--- src/rtl/taxi_axis_if.sv ---
// taxi_axis_if: AXI4-Stream bundle shared by the taxi stream blocks.
//
// Parameters size the payload. Optional sidebands are selected with the *_EN
// flags. The wires always exist, so consumers can tie off or ignore them.
//
// Signals: tdata, tkeep, tstrb, tvalid, tready, tlast, tid, tdest, tuser.
// Modports:
//   src - drives the stream (all payload plus tvalid; samples tready).
//   snk - receives the stream (samples payload plus tvalid; drives tready).
interface taxi_axis_if #(
  parameter int DATA_W  = 8,
  parameter bit KEEP_EN = (DATA_W > 8),
  parameter int KEEP_W  = ((DATA_W + 7) / 8),
  parameter bit STRB_EN = 1'b0,
  parameter bit LAST_EN = 1'b1,
  parameter bit ID_EN   = 1'b0,
  parameter int ID_W    = 8,
  parameter bit DEST_EN = 1'b0,
  parameter int DEST_W  = 8,
  parameter bit USER_EN = 1'b0,
  parameter int USER_W  = 1
) ();
  logic [DATA_W-1:0] tdata;
  logic [KEEP_W-1:0] tkeep;
  logic [KEEP_W-1:0] tstrb;
  logic              tvalid;
  logic              tready;
  logic              tlast;
  logic [ID_W-1:0]   tid;
  logic [DEST_W-1:0] tdest;
  logic [USER_W-1:0] tuser;

  modport src (
    output tdata, tkeep, tstrb, tvalid, tlast, tid, tdest, tuser,
    input  tready
  );

  modport snk (
    input  tdata, tkeep, tstrb, tvalid, tlast, tid, tdest, tuser,
    output tready
  );
endinterface

--- src/rtl/taxi_axis_frame_serializer.sv ---
// taxi_axis_frame_serializer: narrowing AXI4-Stream serializer.
//
// The block accepts one wide beat into a holding register. It then emits the
// beat as RATIO = S_KEEP_W/M_KEEP_W narrow segments, lowest lanes first.
// With SKIP_EMPTY set, segments whose keep is all zero are skipped. Frames
// therefore leave compacted at segment granularity. tid/tdest/tuser are held
// for the whole beat.
//
// Ports:
//   clk, rst     - clock and synchronous active-high reset
//   s_axis       - wide input stream (taxi_axis_if.snk)
//   m_axis       - narrow output stream (taxi_axis_if.src)
//   status_busy  - holding register occupied
//   status_seg   - index of the segment currently presented
//   stat_frames  - (TAXI_AXIS_SER_STATS_EN only) count of tlast handshakes
//   stat_segs    - (TAXI_AXIS_SER_STATS_EN only) count of output handshakes
//
// Parameters:
//   SEG_W must equal $clog2(RATIO), with a minimum of 1.
//
// Build option:
//   Define TAXI_AXIS_SER_STATS_EN to add the two 32-bit wrapping counters.
module taxi_axis_frame_serializer #(
  parameter logic SKIP_EMPTY     = 1'b1,
  parameter logic USER_LAST_ONLY = 1'b0,
  parameter int   SEG_W          = 2
) (
  input  logic             clk,
  input  logic             rst,
  taxi_axis_if.snk         s_axis,
  taxi_axis_if.src         m_axis,
  output logic             status_busy,
  output logic [SEG_W-1:0] status_seg
`ifdef TAXI_AXIS_SER_STATS_EN
  ,
  output logic [31:0]      stat_frames,
  output logic [31:0]      stat_segs
`endif
);

  localparam int S_DATA_W  = s_axis.DATA_W;
  localparam int S_KEEP_W  = s_axis.KEEP_W;
  localparam bit S_KEEP_EN = s_axis.KEEP_EN;
  localparam bit S_STRB_EN = s_axis.STRB_EN;
  localparam bit S_LAST_EN = s_axis.LAST_EN;
  localparam int M_DATA_W  = m_axis.DATA_W;
  localparam int M_KEEP_W  = m_axis.KEEP_W;
  localparam bit M_KEEP_EN = m_axis.KEEP_EN;
  localparam bit M_STRB_EN = m_axis.STRB_EN;
  localparam bit M_LAST_EN = m_axis.LAST_EN;
  localparam bit M_ID_EN   = m_axis.ID_EN;
  localparam int M_ID_W    = m_axis.ID_W;
  localparam bit M_DEST_EN = m_axis.DEST_EN;
  localparam int M_DEST_W  = m_axis.DEST_W;
  localparam bit M_USER_EN = m_axis.USER_EN;
  localparam int M_USER_W  = m_axis.USER_W;

  localparam int S_BYTE_SIZE = S_DATA_W / S_KEEP_W;
  localparam int M_BYTE_SIZE = M_DATA_W / M_KEEP_W;
  localparam int RATIO       = S_KEEP_W / M_KEEP_W;
  localparam int SEG_W_CALC  = (RATIO > 2) ? $clog2(RATIO) : 1;

  localparam logic [0:0] ST_IDLE = 1'b0;
  localparam logic [0:0] ST_SEND = 1'b1;

  if (S_BYTE_SIZE != M_BYTE_SIZE) begin : g_bad_byte
    $fatal(1, "byte size mismatch between s_axis and m_axis");
  end
  if (((S_KEEP_W % M_KEEP_W) != 0) || (RATIO < 2)) begin : g_bad_ratio
    $fatal(1, "S_KEEP_W must be an integer multiple (>=2) of M_KEEP_W");
  end
  if (!M_KEEP_EN && SKIP_EMPTY) begin : g_bad_keep
    $fatal(1, "SKIP_EMPTY requires tkeep on m_axis");
  end
  if (SEG_W != SEG_W_CALC) begin : g_bad_segw
    $fatal(1, "SEG_W does not match the segment count");
  end

  // A segment carries data when any of its keep lanes is set.
  function automatic logic seg_has_data(input logic [S_KEEP_W-1:0] keep, input int idx);
    return |keep[idx*M_KEEP_W +: M_KEEP_W];
  endfunction

  logic [0:0]          state_q, state_d;
  logic [SEG_W-1:0]    seg_idx_q, seg_idx_d;
  logic [S_DATA_W-1:0] data_q, data_d;
  logic [S_KEEP_W-1:0] keep_q, keep_d;
  logic [S_KEEP_W-1:0] strb_q, strb_d;
  logic                last_q, last_d;
  logic [M_ID_W-1:0]   id_q, id_d;
  logic [M_DEST_W-1:0] dest_q, dest_d;
  logic [M_USER_W-1:0] user_q, user_d;

  logic                hold_valid;
  logic                s_ready, s_hs, m_hs, m_last;
  logic [S_KEEP_W-1:0] s_keep, s_strb;
  logic                s_last, s_any;
  logic [SEG_W-1:0]    first_seg, next_seg;
  logic                seg_cand, more_seg, last_seg;
  logic [M_DATA_W-1:0] seg_data;
  logic [M_KEEP_W-1:0] seg_keep, seg_strb;

  assign hold_valid = (state_q == ST_SEND);

  // Normalise the input sidebands. An absent keep means every lane is valid.
  always_comb begin
    s_keep = S_KEEP_EN ? s_axis.tkeep : {S_KEEP_W{1'b1}};
    s_strb = S_STRB_EN ? s_axis.tstrb : s_keep;
    s_last = S_LAST_EN ? s_axis.tlast : 1'b1;
  end

  // Find the first segment to present for the incoming beat.
  // Scanning downward leaves the lowest nonempty segment in first_seg.
  always_comb begin
    first_seg = {SEG_W{1'b0}};
    s_any     = 1'b0;
    for (int i = RATIO - 1; i >= 0; i--) begin
      first_seg = seg_has_data(s_keep, i) ? SEG_W'(i) : first_seg;
      s_any     = s_any | seg_has_data(s_keep, i);
    end
    first_seg = SKIP_EMPTY ? first_seg : {SEG_W{1'b0}};
  end

  // Find the next segment after seg_idx. If none remains, this segment is the last one.
  always_comb begin
    next_seg = seg_idx_q;
    more_seg = 1'b0;
    seg_cand = 1'b0;
    for (int i = RATIO - 1; i >= 0; i--) begin
      seg_cand = (i > int'(seg_idx_q)) && (!SKIP_EMPTY || seg_has_data(keep_q, i));
      next_seg = seg_cand ? SEG_W'(i) : next_seg;
      more_seg = more_seg | seg_cand;
    end
    last_seg = !more_seg;
  end

  // Select the lanes of the presented segment from the holding register.
  always_comb begin
    seg_data = {M_DATA_W{1'b0}};
    seg_keep = {M_KEEP_W{1'b0}};
    seg_strb = {M_KEEP_W{1'b0}};
    for (int i = 0; i < RATIO; i++) begin
      seg_data = (seg_idx_q == SEG_W'(i)) ? data_q[i*M_DATA_W +: M_DATA_W] : seg_data;
      seg_keep = (seg_idx_q == SEG_W'(i)) ? keep_q[i*M_KEEP_W +: M_KEEP_W] : seg_keep;
      seg_strb = (seg_idx_q == SEG_W'(i)) ? strb_q[i*M_KEEP_W +: M_KEEP_W] : seg_strb;
    end
  end

  // Handshakes. A new beat may load on the same edge the last segment leaves.
  always_comb begin
    m_hs    = hold_valid && m_axis.tready && !rst;
    s_ready = !rst && (!hold_valid || (m_axis.tready && last_seg));
    s_hs    = s_axis.tvalid && s_ready;
    m_last  = last_q && last_seg;
  end

  // Next-state logic for the holding register and the segment pointer.
  always_comb begin
    state_d   = state_q;
    seg_idx_d = seg_idx_q;
    data_d    = data_q;
    keep_d    = keep_q;
    strb_d    = strb_q;
    last_d    = last_q;
    id_d      = id_q;
    dest_d    = dest_q;
    user_d    = user_q;
    if (s_hs) begin
      data_d    = s_axis.tdata;
      keep_d    = s_keep;
      strb_d    = s_strb;
      last_d    = s_last;
      id_d      = M_ID_W'(s_axis.tid);
      dest_d    = M_DEST_W'(s_axis.tdest);
      user_d    = M_USER_W'(s_axis.tuser);
      seg_idx_d = first_seg;
      // An all-empty beat without tlast carries nothing and is dropped here.
      // An all-empty beat with tlast still emits segment 0 to close the frame.
      state_d   = (s_any || s_last || !SKIP_EMPTY) ? ST_SEND : ST_IDLE;
    end else if (m_hs) begin
      state_d   = last_seg ? ST_IDLE : ST_SEND;
      seg_idx_d = last_seg ? {SEG_W{1'b0}} : next_seg;
    end else begin
      state_d   = state_q;
      seg_idx_d = seg_idx_q;
    end
  end

  // Control state with synchronous reset; a reset mid-beat drops the remaining segments.
  always_ff @(posedge clk) begin
    if (rst) begin
      state_q   <= ST_IDLE;
      seg_idx_q <= {SEG_W{1'b0}};
    end else begin
      state_q   <= state_d;
      seg_idx_q <= seg_idx_d;
    end
  end

  // Holding-register payload; it is qualified by state_q, so it needs no reset.
  always_ff @(posedge clk) begin
    data_q <= data_d;
    keep_q <= keep_d;
    strb_q <= strb_d;
    last_q <= last_d;
    id_q   <= id_d;
    dest_q <= dest_d;
    user_q <= user_d;
  end

  assign s_axis.tready = s_ready;
  assign m_axis.tvalid = hold_valid && !rst;
  assign m_axis.tdata  = seg_data;
  assign m_axis.tkeep  = seg_keep;
  assign m_axis.tstrb  = M_STRB_EN ? seg_strb : seg_keep;
  assign m_axis.tlast  = M_LAST_EN ? m_last : 1'b0;
  assign m_axis.tid    = M_ID_EN ? id_q : {M_ID_W{1'b0}};
  assign m_axis.tdest  = M_DEST_EN ? dest_q : {M_DEST_W{1'b0}};
  assign m_axis.tuser  = (M_USER_EN && (!USER_LAST_ONLY || m_last)) ? user_q : {M_USER_W{1'b0}};
  assign status_busy   = hold_valid;
  assign status_seg    = seg_idx_q;

`ifdef TAXI_AXIS_SER_STATS_EN
  logic [31:0] stat_frames_q, stat_frames_d;
  logic [31:0] stat_segs_q, stat_segs_d;

  // Handshake counters; they wrap naturally at 2^32.
  always_comb begin
    stat_frames_d = stat_frames_q + ((m_hs && M_LAST_EN && m_last) ? 32'd1 : 32'd0);
    stat_segs_d   = stat_segs_q + (m_hs ? 32'd1 : 32'd0);
  end

  // Counter registers cleared by reset.
  always_ff @(posedge clk) begin
    if (rst) begin
      stat_frames_q <= 32'd0;
      stat_segs_q   <= 32'd0;
    end else begin
      stat_frames_q <= stat_frames_d;
      stat_segs_q   <= stat_segs_d;
    end
  end

  assign stat_frames = stat_frames_q;
  assign stat_segs   = stat_segs_q;
`endif

endmodule

--- src/flat_wrapper.sv ---
// flat-port wrapper written by rule: the top's interface ports become plain ports
module taxi_axis_frame_serializer_flat 
#(
  parameter logic SKIP_EMPTY     = 1'b1,
  parameter logic USER_LAST_ONLY = 1'b0,
  parameter int   SEG_W          = 2
)
  (clk, rst, status_busy, status_seg, s_axis_tdata, s_axis_tkeep, s_axis_tstrb, s_axis_tvalid, s_axis_tlast, s_axis_tid, s_axis_tdest, s_axis_tuser, s_axis_tready, m_axis_tdata, m_axis_tkeep, m_axis_tstrb, m_axis_tvalid, m_axis_tlast, m_axis_tid, m_axis_tdest, m_axis_tuser, m_axis_tready);
  taxi_axis_if #(.DATA_W(64), .KEEP_EN(1'b1), .KEEP_W(8), .STRB_EN(1'b1), .LAST_EN(1'b1), .ID_EN(1'b1), .ID_W(4), .DEST_EN(1'b1), .DEST_W(4), .USER_EN(1'b1), .USER_W(2)) s_axis_i ();
  taxi_axis_if #(.DATA_W(16), .KEEP_EN(1'b1), .KEEP_W(2), .STRB_EN(1'b1), .LAST_EN(1'b1), .ID_EN(1'b1), .ID_W(4), .DEST_EN(1'b1), .DEST_W(4), .USER_EN(1'b1), .USER_W(2)) m_axis_i ();
  input  logic clk;
  input  logic rst;
  output logic status_busy;
  output logic [SEG_W-1:0] status_seg;
  input wire logic [$bits(s_axis_i.tdata)-1:0] s_axis_tdata;
  input wire logic [$bits(s_axis_i.tkeep)-1:0] s_axis_tkeep;
  input wire logic [$bits(s_axis_i.tstrb)-1:0] s_axis_tstrb;
  input wire logic [$bits(s_axis_i.tvalid)-1:0] s_axis_tvalid;
  input wire logic [$bits(s_axis_i.tlast)-1:0] s_axis_tlast;
  input wire logic [$bits(s_axis_i.tid)-1:0] s_axis_tid;
  input wire logic [$bits(s_axis_i.tdest)-1:0] s_axis_tdest;
  input wire logic [$bits(s_axis_i.tuser)-1:0] s_axis_tuser;
  output wire logic [$bits(s_axis_i.tready)-1:0] s_axis_tready;
  output wire logic [$bits(m_axis_i.tdata)-1:0] m_axis_tdata;
  output wire logic [$bits(m_axis_i.tkeep)-1:0] m_axis_tkeep;
  output wire logic [$bits(m_axis_i.tstrb)-1:0] m_axis_tstrb;
  output wire logic [$bits(m_axis_i.tvalid)-1:0] m_axis_tvalid;
  output wire logic [$bits(m_axis_i.tlast)-1:0] m_axis_tlast;
  output wire logic [$bits(m_axis_i.tid)-1:0] m_axis_tid;
  output wire logic [$bits(m_axis_i.tdest)-1:0] m_axis_tdest;
  output wire logic [$bits(m_axis_i.tuser)-1:0] m_axis_tuser;
  input wire logic [$bits(m_axis_i.tready)-1:0] m_axis_tready;
  assign s_axis_i.tdata = s_axis_tdata;
  assign s_axis_i.tkeep = s_axis_tkeep;
  assign s_axis_i.tstrb = s_axis_tstrb;
  assign s_axis_i.tvalid = s_axis_tvalid;
  assign s_axis_i.tlast = s_axis_tlast;
  assign s_axis_i.tid = s_axis_tid;
  assign s_axis_i.tdest = s_axis_tdest;
  assign s_axis_i.tuser = s_axis_tuser;
  assign s_axis_tready = s_axis_i.tready;
  assign m_axis_tdata = m_axis_i.tdata;
  assign m_axis_tkeep = m_axis_i.tkeep;
  assign m_axis_tstrb = m_axis_i.tstrb;
  assign m_axis_tvalid = m_axis_i.tvalid;
  assign m_axis_tlast = m_axis_i.tlast;
  assign m_axis_tid = m_axis_i.tid;
  assign m_axis_tdest = m_axis_i.tdest;
  assign m_axis_tuser = m_axis_i.tuser;
  assign m_axis_i.tready = m_axis_tready;
  taxi_axis_frame_serializer #(.SKIP_EMPTY(SKIP_EMPTY), .USER_LAST_ONLY(USER_LAST_ONLY), .SEG_W(SEG_W)) u_core (.clk(clk), .rst(rst), .s_axis(s_axis_i), .m_axis(m_axis_i), .status_busy(status_busy), .status_seg(status_seg));
endmodule
--- config.mk ---
export PLATFORM = sky130hd
export DESIGN_NAME = taxi_axis_frame_serializer_flat
export DESIGN_NICKNAME = d
export VERILOG_FILES = /design/src/rtl/taxi_axis_if.sv /design/src/rtl/taxi_axis_frame_serializer.sv /design/src/flat_wrapper.sv
export SDC_FILE = /design/constraint.sdc
export NUM_CORES = 1
export LEC_CHECK = 0
export CAP_MARGIN = 10
export CORE_MARGIN = 4
export CORE_UTILIZATION = 48
export DETAILED_ROUTE_END_ITERATION = 12
export PLACE_DENSITY = 0.95
export SLEW_MARGIN = 20
export SYNTH_ARGS = -nofsm -noshare
export SYNTH_HDL_FRONTEND = slang
export SYNTH_SLANG_ARGS = --single-unit
--- constraint.sdc ---
create_clock -name clk -period 6.27 [get_ports clk]
set_input_delay 0.9405 -clock clk [delete_from_list [all_inputs] [get_ports clk]]
set_output_delay 0.9405 -clock clk [all_outputs]
set_load 0.01 [all_outputs]
==> reports/metrics.yaml, run 1 <==
drt_iter0_drc: 88
hpwl_um: 5370
finalCritPeriodShare_pct: 55.6
clkTransAtPathRegs_ps: 90
ys_area_mm2: 0.00356
pwr_density_cell_mw_per_mm2: 258
firstDrtPassIters: 4
ys_sh_adder_pct: 0
synth-edff-count: 91
placed_cell_area_mm2: 0.00497
muxShareOfSynthArea_pct: 13.4
antenna_found_initial: 0
met1_length_um: 2750
grt_pass1_wl_um: 11300
status: "complete, no violations"
start_kind: "input pin"
hold_viol_final: 0
grt_usage_pct: 17.7
n_antenna_cell: 0
ios: 131
syn_area_per_cell_um2: 22.3
detail_route.wl_per_cell_um: 18.7
finalNetCount: 392
largest_area_cell: "edfxtp_1"
wl_um: 7500
ys.flops: 94
xor_share_pct: 0
dp.cells: 385
synthFlopType: "edfxtp_1"
==> run 1: sequential cells by signal, summed over array words and instances, names as in the netlist <==
name,flops
u_core.data_q,64
u_core.keep_q,8
u_core.last_q,1
u_core.m_axis.tdest,4
u_core.m_axis.tid,4
u_core.m_axis.tuser,2
u_core.status_busy,1
u_core.status_seg,2
u_core.strb_q,8
==> run 1: path summary, 6_finish.rpt <==
| kind | startpoint | to | cells past startpoint |
|---|---|---|---|
| min reg2reg | u_core.status_busy$_SDFFE_PP0P_ | u_core.status_seg[0]$_SDFFE_PP0P_ | 4 |
| max reg2reg | u_core.status_seg[0]$_SDFFE_PP0P_ | u_core.data_q[55]$_DFFE_PN_ | 4 |
| max | m_axis_tready | s_axis_tready | 6 |
| min | u_core.status_busy$_SDFFE_PP0P_ | u_core.status_seg[0]$_SDFFE_PP0P_ | 4 |
==> run 1: critical path, cell delays in order <==
cell and delay (ps):
clkdlybuf4s50_1 500, nand2b_1 110, o31a_2 150, and2_4 150, nor2b_1 130, clkdlybuf4s50_1 570
==> run 1: area by class of cell <==
class                      count  area [um2]  area share (%)
timing repair buffer         132        1320            25.3
clock buffer                   9         124            2.38
multi-input combinational     59         731            14.0
tap                           99         124            2.38
inverter                       1        3.75          0.0722
clock inverter                 7         109            2.09
sequential                    94        2790            53.7
==> run 1: stage by stage <==
stage,power [mW],setup WS (ps)
3_5_place_dp,0.910,2780
4_1_cts,1.36,2780
5_1_grt,1.40,2700
3_3_place_gp,0.905,2770
2_1_floorplan,0.803,2340
6_report,1.34,2780
==> run 1: power by group <==
group	switching [mW]	total [mW]	internal (mW)	leakage (nW)
combinational	0.0540	0.165	0.111	0.724
sequential	0.0146	0.729	0.714	0.855
clock	0.220	0.450	0.230	0.109
run_1/ff_map.png
Other sequential cells in the stronger grey, the rest of the logic in the fainter grey.
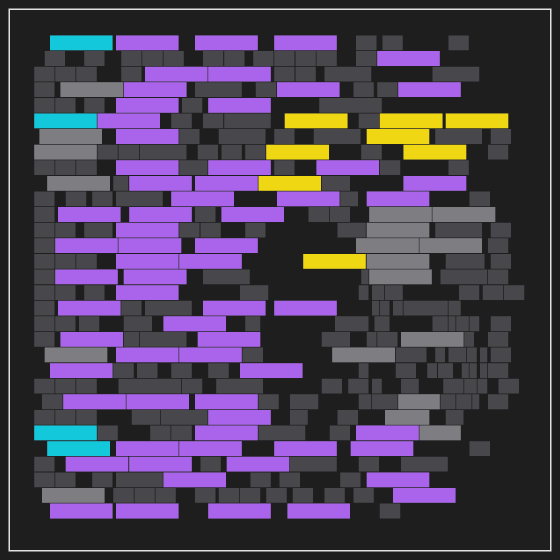
| name in the netlist | colour | sequential cells |
|---|---|---|
| u_core.m_axis.tdest | cyan | 4 |
| u_core.strb_q | yellow | 8 |
| u_core.data_q | purple | 64 |
not coloured: 18

run_1/gates.png
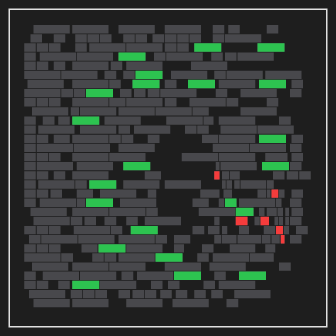
| family | colour | cells |
|---|---|---|
| nand cells | red | 6 |
| mux cells | green | 22 |
Layout Cells excl Fill: 401
Comb area share: 14.0%

run_1/floorplan.png
Pins as bars on the die edge.
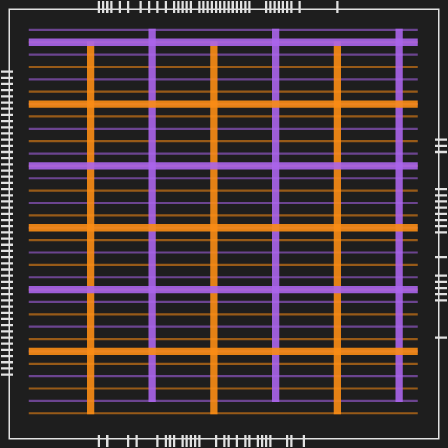
| net | colour |
|---|---|
| VDD | purple |
| VSS | orange |
met4 straps: 6
rows: 31
signal pins: 131
met5 straps: 6
met1 rails: 32
die height: 94.1 um
Peak VDD IR: 0.000200 V
Core Area: 0.00721 mm2

run_1/clock_nets.png
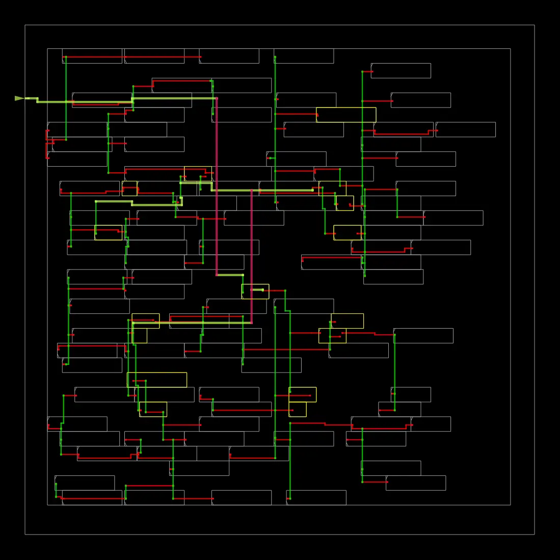
Setup Skew: 12.8 ps
Latency at later pin: 360 ps
clock buffers: 9
cts bufs inserted: 9

--- run 2 (diff from run 1) ---
--- a/config.mk
+++ b/config.mk
@@ -7,9 +7,9 @@
 export LEC_CHECK = 0
 export CAP_MARGIN = 10
 export CORE_MARGIN = 4
-export CORE_UTILIZATION = 48
+export CORE_UTILIZATION = 44
 export DETAILED_ROUTE_END_ITERATION = 12
-export PLACE_DENSITY = 0.95
+export PLACE_DENSITY = 0.89
 export SLEW_MARGIN = 20
 export SYNTH_ARGS = -nofsm -noshare
 export SYNTH_HDL_FRONTEND = slang
==> constraint.sdc (replaced) <==
create_clock -name clk -period 3.35 [get_ports clk]
set_input_delay 0.5025 -clock clk [delete_from_list [all_inputs] [get_ports clk]]
set_output_delay 0.5025 -clock clk [all_outputs]
set_load 0.01 [all_outputs]
run_2/gates.png
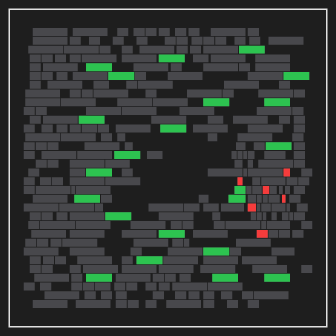
| family | colour | cells |
|---|---|---|
| mux cells | green | 22 |
| nand cells | red | 6 |

==> run 2 against run 1 <==
Power increased by 85%; sequential power increased by 85%; largest cell class unchanged; design area increased by 0.31%; global-route usage decreased by 2.0 points; cell count increased by 1.2%; routed wire length decreased by 2.0%; clock skew decreased by 2.0 ps; sequential share of layout area decreased by 0.17 points.
==> reports/metrics.yaml, run 2 <==
status: "complete, no violations"  # unchanged
antenna_found_initial: 0  # unchanged
firstDrtPassIters: 4  # unchanged
ios: 131  # unchanged
max_stage_delay_ps: 640  # was 570 ps
synthFlopType: "edfxtp_1"  # unchanged
top_regs: "u_core.data_q (64), u_core.keep_q (8), u_core.strb_q (8)"  # unchanged
p_total_mw: 2.49  # was 1.34 mW
clock_skew_ps: 10.9  # was 12.8 ps
crit_slowest_cell: "dfxtp_1"  # was clkdlybuf4s50_1
p_int_mw: 1.97  # was 1.06 mW
hpwl_um: 5240  # was 5370 um
largest_reg_flops: 64  # unchanged
synth-edff-count: 91  # unchanged
p_comb_share_pct: 13.0  # was 12.3%
path_cells: "buf_4, mux4_2, clkdlybuf4s50_1"  # was clkdlybuf4s50_1, nand2b_1, o31a_2, and2_4, nor2b_1, clkdlybuf4s50_1
wl_um: 7350  # was 7500 um
fin_ws_ps: 578  # was 2780 ps
drt_iter0_drc: 105  # was 88
placed_cell_area_mm2: 0.00500  # was 0.00497 mm2
start_kind: "flip-flop"  # was input pin
numCtsBuffers: 9  # unchanged
hold_viol_final: 0  # unchanged
preCtsSetupSlack_ps: 765  # was 2780 ps
ir_drop_v: 0.000253  # was 0.000200 V
switchingPower_uw: 519  # was 289 uW
finalNetCount: 394  # was 392
ys_area_mm2: 0.00356  # unchanged
first_global_vias: 2307  # was 2273
pwr_density_cell_mw_per_mm2: 477  # was 258 mW/mm2
clk_latency_ps: 350  # was 360 ps
core_area_mm2: 0.00781  # was 0.00721 mm2
syn_area_per_cell_um2: 22.3  # unchanged
ys_async_sr_fraction_pct: 0  # unchanged
switching_share_pct: 20.9  # was 21.5%
grt_usage_pct: 15.7  # was 17.7%
detail_route.wl_per_cell_um: 18.1  # was 18.7 um
grt_pass1_wl_um: 11500  # was 11300 um
top_cells_by_area: "edfxtp_1, mux4_2, dfxtp_1"  # unchanged
dieHeight_um: 98.0  # was 94.1 um
n_antenna_cell: 0  # unchanged
layoutNonFillerInstCount: 406  # was 401
clkTransAtPathRegs_ps: 90  # about the same
seqPwrFrac_pct: 54.4  # was 54.3%
dp.cells: 390  # was 385
largest_area_cell: "edfxtp_1"  # unchanged
finalCritPeriodShare_pct: 82.7
clkPwrFrac_pct: 32.6  # was 33.5%
top_register: "u_core.data_q"  # unchanged
initCoreUtil_pct: 45.6  # was 49.4%
## run 2: cell count changes in the layout (fill, tap and decap cells not counted), sizes merged
cell and delta:
inv +1, clkinvlp -1, buf +2
## run 2: final cells by class
cell class                 count  area, um2
multi-input combinational     59        731
clock buffer                   9        124
inverter                       1       3.75
sequential                    94       2790
tap                          102        128
timing repair buffer         134       1340
clock inverter                 7       93.8
fill                         549       2590
## run 2: power by group through the flow
stage | Clock (mW) | Sequential [mW] | Combinational [mW]
CTS | 0.839 | 1.36 | 0.329
floorplan | 0 | 1.38 | 0.122
global route | 0.888 | 1.36 | 0.346
finish | 0.811 | 1.35 | 0.323
detailed placement | 0 | 1.38 | 0.327
global placement | 0 | 1.38 | 0.322
## run 2: layer usage
layer  up-vias  global-route usage, %  share of wire, %
met4         0                   6.07               1.3
met3         9                   5.36               7.7
met1      1022                   17.0                38
met5         -                      0                 0
met2        90                   28.3                53
li1        946                      -                 -
## run 2: path summary, 6_finish.rpt
| path | startpoint | cells after the start | to |
|---|---|---|---|
| max reg2reg | u_core.status_seg[1]$_SDFFE_PP0P_ | 5 | u_core.keep_q[6]$_DFFE_PN_ |
| min | s_axis_tdata[14] | 1 | u_core.data_q[14]$_DFFE_PN_ |
| max | u_core.status_seg[1]$_SDFFE_PP0P_ | 3 | m_axis_tdata[14] |
| min reg2reg | u_core.status_busy$_SDFFE_PP0P_ | 4 | u_core.status_seg[0]$_SDFFE_PP0P_ |
## run 2: kinds of logic after synthesis
group | count (synthesis) | share of synthesized area, %
AND/OR/NAND/NOR | 21 | 3.76
AND-OR/OR-AND | 16 | 3.30
flip-flops | 94 | 78.4
multiplexers | 22 | 13.4
buffers and inverters | 7 | 1.16
## run 2: critical path: cells and delay by family, from the launching register on
kind	cells	cell delay, ps
buffers and inverters	2	780
flip-flops	1	640
multiplexers	1	500
Power and IR drop assume default switching activity.
